==> images/placement.png <==
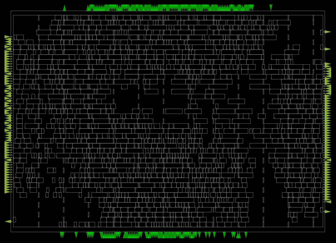
==> images/io_fan.png <==
Scale bar: 50 um.
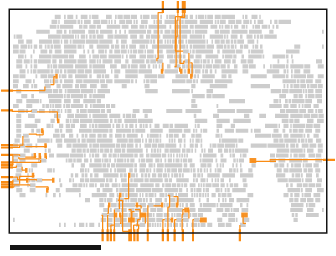
==> images/layer_met2.png <==
Scale bar: 50 um.
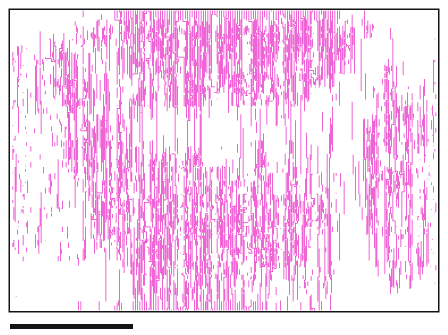
==> images/flops_by_reg.png <==
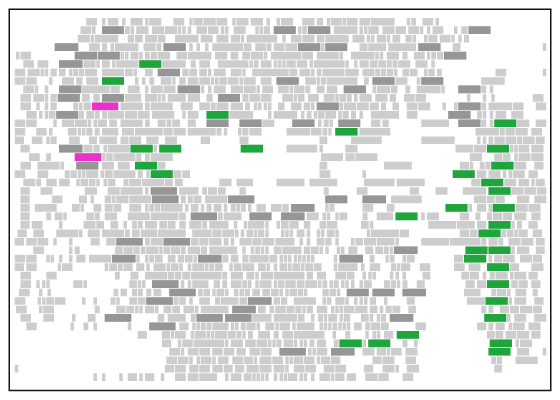
==> images/wires.png <==
Only two layers are drawn.
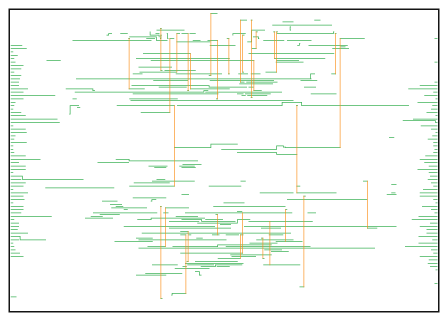
==> src/rtl/ysyx_22040127_fetch.sv <==
// Instruction-fetch stage: registered request/response fetch from instruction memory,
// PC redirect handling (branch from ID, mret from WB) and valid/allowin handoff to decode.
module ysyx_22040127_fetch #(
  parameter logic [31:0] RESET_PC       = 32'h80000000,
  parameter int          IF_TO_ID_WIDTH = 64
) (
  input  logic                      clk,
  input  logic                      rst,
  input  logic                      id_allowin,
  output logic                      if_to_id_valid,
  output logic [IF_TO_ID_WIDTH-1:0] if_to_id_bus,
  input  logic                      br_taken,
  input  logic [31:0]               br_target,
  input  logic                      wb_mret,
  input  logic [31:0]               mepc,
  output logic                      imem_req_valid,
  input  logic                      imem_req_ready,
  output logic [63:0]               imem_req_addr,
  input  logic                      imem_resp_valid,
  input  logic [63:0]               imem_resp_data,
  output logic [31:0]               if_pc,
  output logic                      if_ebreak
);

  localparam logic [31:0] EBREAK_INST = 32'h00100073;

  typedef enum logic [1:0] {
    ST_REQ  = 2'd0,
    ST_WAIT = 2'd1,
    ST_HOLD = 2'd2
  } state_t;

  state_t      state_reg, state_next;
  logic [31:0] fetch_pc_reg, fetch_pc_next;
  logic        drop_reg, drop_next;
  logic [31:0] hold_inst_reg, hold_inst_next;
  logic [31:0] hold_pc_reg, hold_pc_next;

  logic        redirect;
  logic [31:0] redirect_target;
  logic        req_accept;
  logic        in_hold;

  assign redirect        = br_taken | wb_mret;
  assign redirect_target = wb_mret ? mepc : br_target;
  assign req_accept      = imem_req_valid & imem_req_ready;
  assign in_hold         = (state_reg == ST_HOLD);

  always_comb begin
    state_next     = state_reg;
    fetch_pc_next  = fetch_pc_reg;
    drop_next      = drop_reg;
    hold_inst_next = hold_inst_reg;
    hold_pc_next   = hold_pc_reg;
    case (state_reg)
      ST_REQ: begin
        if (redirect) begin
          fetch_pc_next = redirect_target;
        end
        if (req_accept) begin
          state_next = ST_WAIT;
          // The request just issued belongs to the old path.
          if (redirect) begin
            drop_next = 1'b1;
          end
        end
      end
      ST_WAIT: begin
        if (imem_resp_valid) begin
          drop_next  = 1'b0;
          state_next = ST_REQ;
          if (redirect) begin
            fetch_pc_next = redirect_target;
          end else if (!drop_reg) begin
            hold_inst_next = fetch_pc_reg[2] ? imem_resp_data[63:32] : imem_resp_data[31:0];
            hold_pc_next   = fetch_pc_reg;
            state_next     = ST_HOLD;
          end
        end else if (redirect) begin
          fetch_pc_next = redirect_target;
          drop_next     = 1'b1;
        end
      end
      ST_HOLD: begin
        if (redirect) begin
          fetch_pc_next = redirect_target;
          state_next    = ST_REQ;
        end else if (id_allowin) begin
          fetch_pc_next = fetch_pc_reg + 32'd4;
          state_next    = ST_REQ;
        end
      end
      default: begin
        state_next = ST_REQ;
      end
    endcase
  end

  always_ff @(posedge clk) begin
    if (rst) begin
      state_reg     <= ST_REQ;
      fetch_pc_reg  <= RESET_PC;
      drop_reg      <= 1'b0;
      hold_inst_reg <= 32'd0;
      hold_pc_reg   <= 32'd0;
    end else begin
      state_reg     <= state_next;
      fetch_pc_reg  <= fetch_pc_next;
      drop_reg      <= drop_next;
      hold_inst_reg <= hold_inst_next;
      hold_pc_reg   <= hold_pc_next;
    end
  end

  // A redirect in the same cycle kills the held instruction before decode sees it.
  assign if_to_id_valid = in_hold & ~redirect;
  assign if_to_id_bus   = in_hold ? {hold_inst_reg, hold_pc_reg} : '0;
  assign if_ebreak      = if_to_id_valid & (hold_inst_reg == EBREAK_INST);
  assign imem_req_valid = (state_reg == ST_REQ);
  assign imem_req_addr  = {32'd0, fetch_pc_reg[31:3], 3'b000};
  assign if_pc          = fetch_pc_reg;

endmodule

==> config.mk <==
export PLATFORM = sky130hd
export DESIGN_NAME = ysyx_22040127_fetch
export DESIGN_NICKNAME = d
export VERILOG_FILES = /design/src/rtl/ysyx_22040127_fetch.sv
export SDC_FILE = /design/constraint.sdc
export NUM_CORES = 1
export LEC_CHECK = 0
export ABC_AREA = 1
export CORE_ASPECT_RATIO = 0.7
export CORE_UTILIZATION = 30
export DETAILED_ROUTE_END_ITERATION = 7
export PLACE_DENSITY = 0.75
export SETUP_SLACK_MARGIN = 0.15
export SYNTH_ARGS = -nofsm -noshare
export SYNTH_HDL_FRONTEND = slang
export SYNTH_SLANG_ARGS = --single-unit
==> constraint.sdc <==
create_clock -name clk -period 1.6 [get_ports clk]
set_clock_uncertainty 0.1 [all_clocks]
set_input_delay 0.16 -clock clk [delete_from_list [all_inputs] [get_ports clk]]
set_output_delay 0.16 -clock clk [all_outputs]
set_load 0.01 [all_outputs]
==> results.py <==
# Metrics from the implementation run
metrics = {
    "route": {
        "drc": 0,
    },
    "min_path": {
        "hold_depth": 4,
        "hold_class": "input port to flip-flop",
        "hold_end": "if_pc[1]",
        "hold_start": "wb_mret",
    },
    "run_status": {
        "status": "complete, but fails checks",
        "violations": "setup timing",
    },
    "grt": {
        "grt_pass1_wl_um": 41400,
        "grt_max_degree": 48,
    },
    "synth": {
        "synth-edff-count": 0,
        "topCombFamilyByArea": "simple AND/OR/NAND/NOR gates",
        "ys_cells": 973,
        "simple_gate_share_pct": 29.2,
        "synth.area.mux_share_pct": 0.810,
    },
    "power_and_ir_drop": {
        "p_leak_uw": 0.00515,
        "power_uw": 6870,
    },
    "timing": {
        "slew_violations": 0,
        "fin_ws_ps": -320,
        "setup_viol": 130,
        "fmax_mhz": 521,
        "hold_ws_ps": 213,
    },
    "placed_design": {
        "dp_hpwl_um": 18300,
    },
    "clocking": {
        "root_buffer": "clkbuf_16",
        "cts_buffers": 9,
    },
    "cells_and_area": {
        "diodes": 0,
        "postLayoutCellArea_um2": 12700,
        "syn_to_final_growth_pct": 106,
    },
    "die": {
        "chipArea_um2": 21200,
    },
    "setup_path": {
        "required_ps": 1340,
    },
}
Notes on placement.png above:
fraction of area in registers: 16.2%
# rows: 43
flip-flops: 99

Notes on io_fan.png above:
mepc: drawn in orange, bits 32, direction input, edge 15 south, 12 west, 4 north, 1 east, end cells 32, buffers 32, wire 668 um.
# IOs: 298
port bufs: 262

Notes on layer_met2.png above:
The layer carries 14700 um of wire. The layer holds 45% of the routed length.
DRT Wirelength: 32600 um
vias: 8393
GRT met2 Usage: 38.6%

Notes on flops_by_reg.png above:
hold_pc_reg: drawn in green, flops 32. state_reg: drawn in magenta, flops 2.
Another 65 sequential cells are not colored.

Notes on wires.png above:
metal 4: drawn in orange, wire length 647 um. metal 3: drawn in green, wire length 3120 um.
DR WL/cell: 19.9 um
total track usage: 25.6%

==> routing by layer <==
layer	share of wire [%]	GRT usage (%)	vias to the layer above
li1	-	-	3855
met1	43	36.0	3960
met2	45	38.6	509
met3	9.6	7.37	69
met4	2.0	5.37	0
met5	0	0	-
==> power breakdown <==
part           leakage [uW]  switching [uW]  internal (uW)  total, uW
logic               0.00419             949            923       1870
registers          0.000822             117           2570       2690
clock network      0.000140            1080           1230       2320
total               0.00515            2150           4730       6870
==> cells in the mapped netlist (all sizes together), types with 4 or more instances <==
cell type | count | share of area, %
nand3b | 5 | 0.61
dfxtp | 99 | 32
o21ai | 114 | 9.2
buf | 90 | 11
nand3 | 27 | 2.3
a21oi | 67 | 5.4
nor2 | 144 | 10
inv | 97 | 5.9
a31oi | 35 | 3.5
nor4 | 4 | 0.40
nand4 | 9 | 0.91
clkbuf | 30 | 1.8
nor3 | 9 | 0.81
nand2 | 226 | 14
mux2i | 5 | 0.81
==> cell usage in the layout, fill, tap and decap left out, types with 4 or more instances in the layout <==
cell type / instances
a21oi_1: 38
a21oi_2: 28
a31oi_1: 18
a31oi_4: 17
buf_12: 24
buf_16: 15
buf_2: 20
buf_4: 118
buf_6: 81
buf_8: 9
clkbuf_16: 16
clkdlybuf4s15_1: 11
clkdlybuf4s50_1: 132
conb_1: 35
dfxtp_1: 68
dfxtp_2: 15
dfxtp_4: 16
dlygate4sd2_1: 50
inv_1: 77
inv_2: 14
mux2i_1: 5
nand2_1: 198
nand2_2: 20
nand2_4: 7
nand3_1: 7
nand3_2: 12
nand3_4: 8
nand3b_1: 5
nand4_1: 9
nor2_1: 57
nor2_2: 24
nor2_4: 61
nor3_2: 4
o21ai_0: 26
o21ai_1: 49
o21ai_2: 33
o21ai_4: 6
==> worst max-delay path, stage by stage, from the launching register on <==
cell and delay (ps):
dfxtp_1 360, nand4_1 190, nor2_2 220, nand4_1 180, nor4_2 170, buf_2 180
==> timing repair <==
| item | 4_1_cts | 5_1_grt |
|---|---|---|
| pin swaps | 18 | 63 |
| endpoints found under the setup margin | 214 | 177 |
| cloned | 17 | 11 |
| buffers inserted | 28 | 33 |
| gates resized | 520 | 387 |
==> worst max path at each step <==
stage | startpoint | end | slack (ps) | cells after the start
after detailed placement | br_taken | if_ebreak | -460 | 5
after floorplan | if_pc[3] | if_pc[18] | 110 | 11
final | hold_inst_reg[4] | if_ebreak | -320 | 5
after CTS | hold_inst_reg[3] | if_ebreak | -230 | 6
after global routing | hold_inst_reg[4] | if_ebreak | -360 | 5
after global placement | br_taken | if_ebreak | -440 | 5
==> area by class of cell <==
class                   instances  area (um^2)  share of cell area, %
clock buffers                  10          229                   1.80
clock inverters                 6         71.3                  0.561
inverters                      98          404                   3.18
multi-input cells             691         4600                   36.2
flip-flops and latches         99         2060                   16.2
well taps                     270          338                   2.66
repair buffers                468         5000                   39.4
==> cell families (layout without fill, tap and decap cells) <==
family / Yosys count / count (layout)
mux: 5 / 5
flops: 99 / 99
buf+inv: 218 / 582
simple gates: 426 / 427
xor+xnor: 1 / 1
other cells: 1 / 35
fa+ha+maj: 1 / 1
compound gates: 222 / 222
Power figures rest on the tool's default switching activity, not on a simulated workload.
